--- config.mk ---
export PLATFORM = sky130hd
export DESIGN_NAME = word_serializer
export DESIGN_NICKNAME = d
export VERILOG_FILES = /design/src/rtl/word_serializer_pkg.sv /design/src/rtl/word_serializer_bit_timer.sv /design/src/rtl/word_serializer.sv
export SDC_FILE = /design/constraint.sdc
export NUM_CORES = 1
export LEC_CHECK = 0
export ABC_AREA = 1
export CELL_PAD_IN_SITES_DETAIL_PLACEMENT = 0
export CELL_PAD_IN_SITES_GLOBAL_PLACEMENT = 1
export CORE_ASPECT_RATIO = 1.4
export CORE_MARGIN = 2
export CORE_UTILIZATION = 50
export CTS_BUF_LIST = sky130_fd_sc_hd__clkbuf_4
export DETAILED_ROUTE_END_ITERATION = 7
export PLACE_DENSITY = 0.95
export SKIP_LAST_GASP = 1
export SLEW_MARGIN = 20
export SYNTH_ARGS = -nofsm -noshare
export SYNTH_HDL_FRONTEND = slang
export SYNTH_SLANG_ARGS = --single-unit
export TNS_END_PERCENT = 100
--- constraint.sdc ---
create_clock -name clk -period 4.8 [get_ports clk]
set_input_delay 0.72 -clock clk [delete_from_list [all_inputs] [get_ports clk]]
set_output_delay 0.72 -clock clk [all_outputs]
set_load 0.005 [all_outputs]
--- src/rtl/word_serializer_pkg.sv ---
`default_nettype none
// +--------------------------------------------------------------------------+
// | word_serializer_pkg : shared states and defaults for word_serializer      |
// | Revision: 1.0                                                            |
// +--------------------------------------------------------------------------+
package word_serializer_pkg;

   typedef enum logic [2:0] {
      ST_IDLE   = 3'd0,
      ST_REQ    = 3'd1,
      ST_START  = 3'd2,
      ST_DATA   = 3'd3,
      ST_PARITY = 3'd4,
      ST_STOP   = 3'd5,
      ST_GAP    = 3'd6
   } state_e;

   // start + 8 data + parity + stop
   localparam int CHAR_BITS = 11;

   localparam int DEF_CLK_DIV    = 16;
   localparam int DEF_SAMPLE_DLY = 40;
   localparam int DEF_WORDS      = 128;
   localparam int DEF_GAP_BITS   = 2;

endpackage
`default_nettype wire

--- src/rtl/word_serializer_bit_timer.sv ---
`default_nettype none
// +--------------------------------------------------------------------------+
// | word_serializer_bit_timer : CLK_DIV prescaler with restart and tick       |
// | Revision: 1.0                                                            |
// +--------------------------------------------------------------------------+
module word_serializer_bit_timer #(
   parameter int CLK_DIV = 16
) (
   input  logic clk,
   input  logic rst,
   input  logic restart,
   output logic tick
);

   localparam logic [7:0] DIV_LAST = 8'(CLK_DIV - 1);

   logic [7:0] cnt_q;
   logic [7:0] cnt_d;

   assign tick = (cnt_q == DIV_LAST);

   always_comb begin
      cnt_d = cnt_q + 8'd1;
      if (restart || tick) begin
         cnt_d = '0;
      end
   end

   always_ff @(posedge clk or negedge rst) begin
      if (!rst) begin
         cnt_q <= '0;
      end else begin
         cnt_q <= cnt_d;
      end
   end

endmodule
`default_nettype wire

--- src/rtl/word_serializer.sv ---
`default_nettype none
// +--------------------------------------------------------------------------+
// | word_serializer : paces commutator slots and sends each byte as 8-O-1     |
// | Revision: 1.0                                                            |
// +--------------------------------------------------------------------------+
module word_serializer
   import word_serializer_pkg::*;
#(
   parameter int CLK_DIV    = DEF_CLK_DIV,
   parameter int SAMPLE_DLY = DEF_SAMPLE_DLY,
   parameter int WORDS      = DEF_WORDS,
   parameter int GAP_BITS   = DEF_GAP_BITS
) (
   input  logic       clk,
   input  logic       rst,
   input  logic       en,
   input  logic [7:0] dataIn,
   output logic       req,
   output logic       txd,
   output logic       frameStart,
   output logic       busy
);

   localparam int             WCW       = (WORDS > 2) ? $clog2(WORDS) : 1;
   localparam logic [WCW-1:0] WORD_LAST = WCW'(WORDS - 1);
   localparam logic [7:0]     DLY_LAST  = 8'(SAMPLE_DLY - 1);
   localparam logic [3:0]     GAP_LAST  = (GAP_BITS == 0) ? 4'd0 : 4'(GAP_BITS - 1);

   state_e         state_q, state_d;
   logic [7:0]     dly_q, dly_d;
   logic [7:0]     shreg_q, shreg_d;
   logic           par_q, par_d;
   logic [2:0]     bit_q, bit_d;
   logic [3:0]     gap_q, gap_d;
   logic [WCW-1:0] word_q, word_d;
   logic           req_q, req_d;
   logic           txd_q, txd_d;
   logic           frame_start_q, frame_start_d;
   logic           busy_q, busy_d;

   logic           tick;
   logic           restart;
   logic           end_word;
   logic [WCW-1:0] word_inc;

   // Bit periods are timed from each state entry so a frame cannot drift.
   assign restart  = (state_d != state_q);
   assign word_inc = (word_q == WORD_LAST) ? '0 : word_q + WCW'(1);

   word_serializer_bit_timer #(
      .CLK_DIV (CLK_DIV)
   ) u_bit_timer (
      .clk     (clk),
      .rst     (rst),
      .restart (restart),
      .tick    (tick)
   );

   always_comb begin
      state_d       = state_q;
      dly_d         = '0;
      shreg_d       = shreg_q;
      par_d         = par_q;
      bit_d         = bit_q;
      gap_d         = gap_q;
      word_d        = word_q;
      req_d         = req_q;
      txd_d         = txd_q;
      frame_start_d = 1'b0;
      end_word      = 1'b0;

      unique case (state_q)
         ST_IDLE: begin
            word_d = '0;
            if (en) begin
               state_d       = ST_REQ;
               req_d         = 1'b1;
               frame_start_d = 1'b1;
            end
         end
         ST_REQ: begin
            if (dly_q == DLY_LAST) begin
               shreg_d = dataIn;
               par_d   = ~^dataIn;
               req_d   = 1'b0;
               txd_d   = 1'b0;
               state_d = ST_START;
            end else begin
               dly_d = dly_q + 8'd1;
            end
         end
         ST_START: begin
            if (tick) begin
               state_d = ST_DATA;
               bit_d   = '0;
               txd_d   = shreg_q[0];
            end
         end
         ST_DATA: begin
            if (tick) begin
               if (bit_q == 3'd7) begin
                  state_d = ST_PARITY;
                  txd_d   = par_q;
               end else begin
                  bit_d   = bit_q + 3'd1;
                  shreg_d = {1'b0, shreg_q[7:1]};
                  txd_d   = shreg_q[1];
               end
            end
         end
         ST_PARITY: begin
            if (tick) begin
               state_d = ST_STOP;
               txd_d   = 1'b1;
            end
         end
         ST_STOP: begin
            if (tick) begin
               if (GAP_BITS == 0) begin
                  end_word = 1'b1;
               end else begin
                  state_d = ST_GAP;
                  gap_d   = '0;
               end
            end
         end
         ST_GAP: begin
            if (tick) begin
               if (gap_q == GAP_LAST) begin
                  end_word = 1'b1;
               end else begin
                  gap_d = gap_q + 4'd1;
               end
            end
         end
         default: begin
            state_d = ST_IDLE;
            req_d   = 1'b0;
            txd_d   = 1'b1;
         end
      endcase

      if (end_word) begin
         if (en) begin
            state_d       = ST_REQ;
            req_d         = 1'b1;
            word_d        = word_inc;
            frame_start_d = (word_inc == '0);
         end else begin
            state_d = ST_IDLE;
            word_d  = '0;
         end
      end

      busy_d = (state_d != ST_IDLE);
   end

   always_ff @(posedge clk or negedge rst) begin
      if (!rst) begin
         state_q       <= ST_IDLE;
         dly_q         <= '0;
         shreg_q       <= '0;
         par_q         <= 1'b0;
         bit_q         <= '0;
         gap_q         <= '0;
         word_q        <= '0;
         req_q         <= 1'b0;
         txd_q         <= 1'b1;
         frame_start_q <= 1'b0;
         busy_q        <= 1'b0;
      end else begin
         state_q       <= state_d;
         dly_q         <= dly_d;
         shreg_q       <= shreg_d;
         par_q         <= par_d;
         bit_q         <= bit_d;
         gap_q         <= gap_d;
         word_q        <= word_d;
         req_q         <= req_d;
         txd_q         <= txd_d;
         frame_start_q <= frame_start_d;
         busy_q        <= busy_d;
      end
   end

   assign req        = req_q;
   assign txd        = txd_q;
   assign frameStart = frame_start_q;
   assign busy       = busy_q;

endmodule
`default_nettype wire

==> Slide: Implementation Results <==
Physical Implementation Snapshot

Status
  • Run status: complete, no violations

Pwr
  • Psw: 0.000137 W
  • Power Internal: 0.000473 W
  • Clock power share: 28.9%
  • PD cells: 224 nW/um2
  • Reg power frac: 65.1%
  • Combinational power share: 5.9%
  • Static leakage: 1.32 nW
  • Switching part of the total: 22.5%
  • VDD IR-drop max: 0.158 mV

Setup path
  • Crit. End Element: output pin
  • Crit-path slowest cell: dfstp_2
  • Worst reg-to-reg path cell count: 10
  • Worst reg2reg setup slack: 2830 ps
  • Cells along the critical path: clkdlybuf4s50_1
  • Worst EP arrival: 1400 ps
  • R2R Path Start: u_bit_timer.cnt_q[0]
  • Kind of critical path: reg2out
  • Crit start category: flip-flop
  • Required time worst endpoint: 4080 ps
  • Crit-path max cell delay: 560 ps
  • Worst r2r dst: u_bit_timer.cnt_q[2]
  • WP buf/inv: 1
  • Levels on crit path: 1

Logic synthesis
  • Main area contributors: dfrtp_1 (45%), nand2_1 (7.4%), inv_1 (6.1%)
  • Dominant register cell: dfrtp_1
  • Ys Warns: 0
  • Seq/Total Area, Yosys: 46.5%
  • Area leader share: 45.4%
  • EDFF count, synth: 0
  • Post-synth top area cell: dfrtp_1
  • Chip Area, Yosys: 2480 um2
  • # Cells Yosys: 294
  • Synth flops: 46
  • Syn Std Cell Area: 2480 um2
  • Ys async rst share: 100%
  • Netlist cell types: 36
  • Syn_area_per_cell: 8.43 um2

Place
  • PortBufs: 14
  • Final Wtd Congestion: 0.830
  • Hpwl dp: 3230 um

Clock network
  • H-Tree Depth: 2
  • CTS clk-pin slew, worst paths: 120 ps
  • TritonCTS buffer count: 5
  • Sinks on Clock Net: 46
  • Clk_lat worst skew: 360 ps
  • Root buffer cell: clkbuf_4
  • Clock buffer depth: 2
  • Setup repair bufs after CTS: 0
  • CTS hold repair buffers: 0
  • PostCTS Resize Cnt: 0

Die
  • Chip Area: 5540 um2
  • # IOs: 15
  • FP Util: 51.6%
  • Chip width: 63.5 um
  • Die Y: 87.3 um

Drt
  • Drt pass-1 iters: 4
  • Vias/cell: 5.06
  • DRT iter0 DRCs: 94

Global routing
  • GRT Residual Overflow: 0
  • Initial antenna violation count: 0
  • Number of global-route vias before repair: 1,810

Timing
  • Minimum clock period: 2120 ps
  • # setup viols final: 0
  • Worst slew margin: 63.0%
  • Setup TNS: 0 ps
  • RSZ-0062 raised after global routing: no
  • Max Clock Freq: 471 MHz
  • Final Hold Vio Count: 0
  • Worst Tran Pin Value: 556 ps
  • Clock Skew: 9.34 ps
  • Hold slack: 340 ps
  • Final Slew Violations: 0

Flow run
  • Tool warnings: 27
  • MaxCap Viol Count: 0

Layout
  • Most used logic cell in the final layout: nand2_1
  • Final net count: 330
## per-stage QoR
| stage | util [%] | worst slack [ps] | cells | instance area, um2 |
|---|---|---|---|---|
| 5_1_grt | 56.8 | 2600 | 377 | 2730 |
| 2_1_floorplan | - | 3160 | 294 | 2480 |
| 6_report | 56.8 | 2680 | 377 | 2730 |
| 3_3_place_gp | 55.6 | 2820 | 369 | 2670 |
| 4_1_cts | 56.7 | 2660 | 377 | 2730 |
| 3_5_place_dp | 55.6 | 2790 | 369 | 2670 |
## power by group through the flow
stage               Sequential [W]  Clock [W]  Combinational (W)
finish                    0.000397   0.000177          0.0000362
global route              0.000398   0.000203          0.0000413
CTS                       0.000397   0.000184          0.0000371
detailed placement        0.000405          0          0.0000370
global placement          0.000404          0          0.0000362
floorplan                 0.000404          0          0.0000176
## final cells by class
type                            instances  area, um2  area share (%)
Clock buffer                            6       45.0            1.65
Clock inverter                          2       8.76           0.321
Inverter                               44        170            6.24
Multi-Input combinational cell        201       1130            41.6
Sequential cell                        46       1150            42.2
Tap cell                               64       80.1            2.94
Timing Repair Buffer                   14        138            5.05
## cells by family after synthesis
family | count (synthesis) | synth area share [%]
AND/OR/NAND/NOR | 131 | 24.7
buffers and inverters | 47 | 7.77
XOR/XNOR | 13 | 4.59
AND-OR/OR-AND | 49 | 12.5
flip-flops | 46 | 46.5
multiplexers | 1 | 0.404
adder cells (fa/ha/maj) | 7 | 3.53
## flip-flops by register name, indices dropped and copies added, names as in the netlist
signal	cells
bit_q	3
busy	1
dly_q	8
frameStart	1
gap_q	4
par_q	1
req	1
shreg_q	8
state_q	3
txd	1
u_bit_timer.cnt_q	8
word_q	7
## cell usage after synthesis, types with 2 or more instances
library cell,count
nand4_1,6
inv_4,2
xnor2_1,7
nand2_2,3
nor3_1,5
dfrtp_1,45
o211ai_1,6
xor2_1,6
and3_1,2
inv_2,2
nor2_8,2
o31ai_1,2
ha_1,7
a21oi_1,9
nand3_1,18
o22ai_1,4
nand2_1,49
a32o_1,4
o21ai_1,6
o21ai_0,14
nor2_1,40
inv_1,40
nand3b_1,2
## how the worst max path moves through the flow
stage,to,start,slack [ps]
after floorplan,u_bit_timer.cnt_q[2],u_bit_timer.cnt_q[0],3160
after global placement,u_bit_timer.cnt_q[2],en,2820
after detailed placement,u_bit_timer.cnt_q[1],en,2790
after CTS,txd,txd,2660
after global routing,u_bit_timer.cnt_q[6],u_bit_timer.cnt_q[0],2600
final,txd,txd,2680
## routing by layer
layer  track usage [%]  routed length (um)  vias up
met5                 0                   0        -
met4              6.52                  49        0
met3              2.72                  94        4
met2              31.5                2220       20
met1              21.7                1940      880
li1                  -                   -     1004
==> images/zoom.png <==
Region (17, 29) to (47, 59) um. Cells in grey, sequential cells in the stronger grey; small squares are vias.
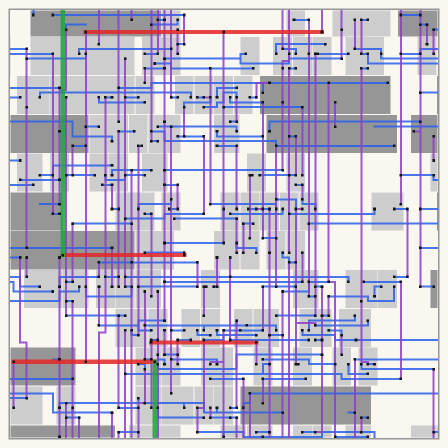
colour	layer
purple	met2
green	met4
red	met3
blue	met1
most frequent	nand2_1 (17), nor2_1 (14), inv_1 (11)
sequential cells in the window	7
netlist names of flops here include	state_q (3), shreg_q (2)
cells with their middle in the window	79

==> images/metal_stack.png <==
Scale: 4 px per um. Only two layers are drawn.
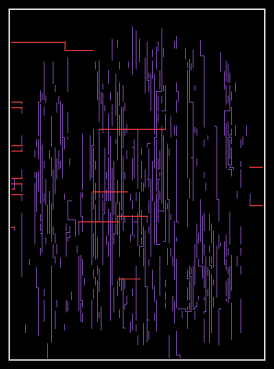
colour	layer	wire length
red	met3	95.0 um
purple	met2	2,220 um
final wirelength: 4300 um
drt wl/cell: 11.4 um
vias: 1,908
GR Util All Layers: 17.7%

==> images/wire_density.png <==
Scale: 3 px per um. 13 x 17 tiles, from dark purple (low) to yellow (high), scaled to the fullest tile. Values are wire area over tile area, all layers added.
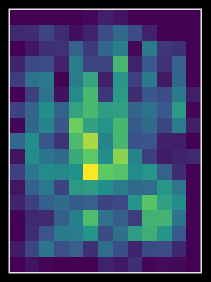
nearly empty tiles	17%
fullest tile	0.44
densest ninth of the die	centre
mean over tiles	0.12
tiles over half the peak	17%

==> images/final_placement.png <==
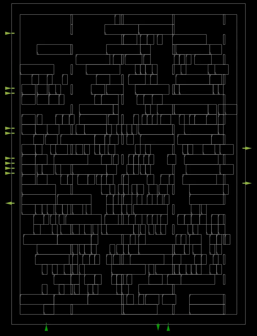
tap cells: 64
row count: 30
FILL cells: 479
Seq Cell Count: 46

No activity file was given, so power comes from the tool's default toggle rates.
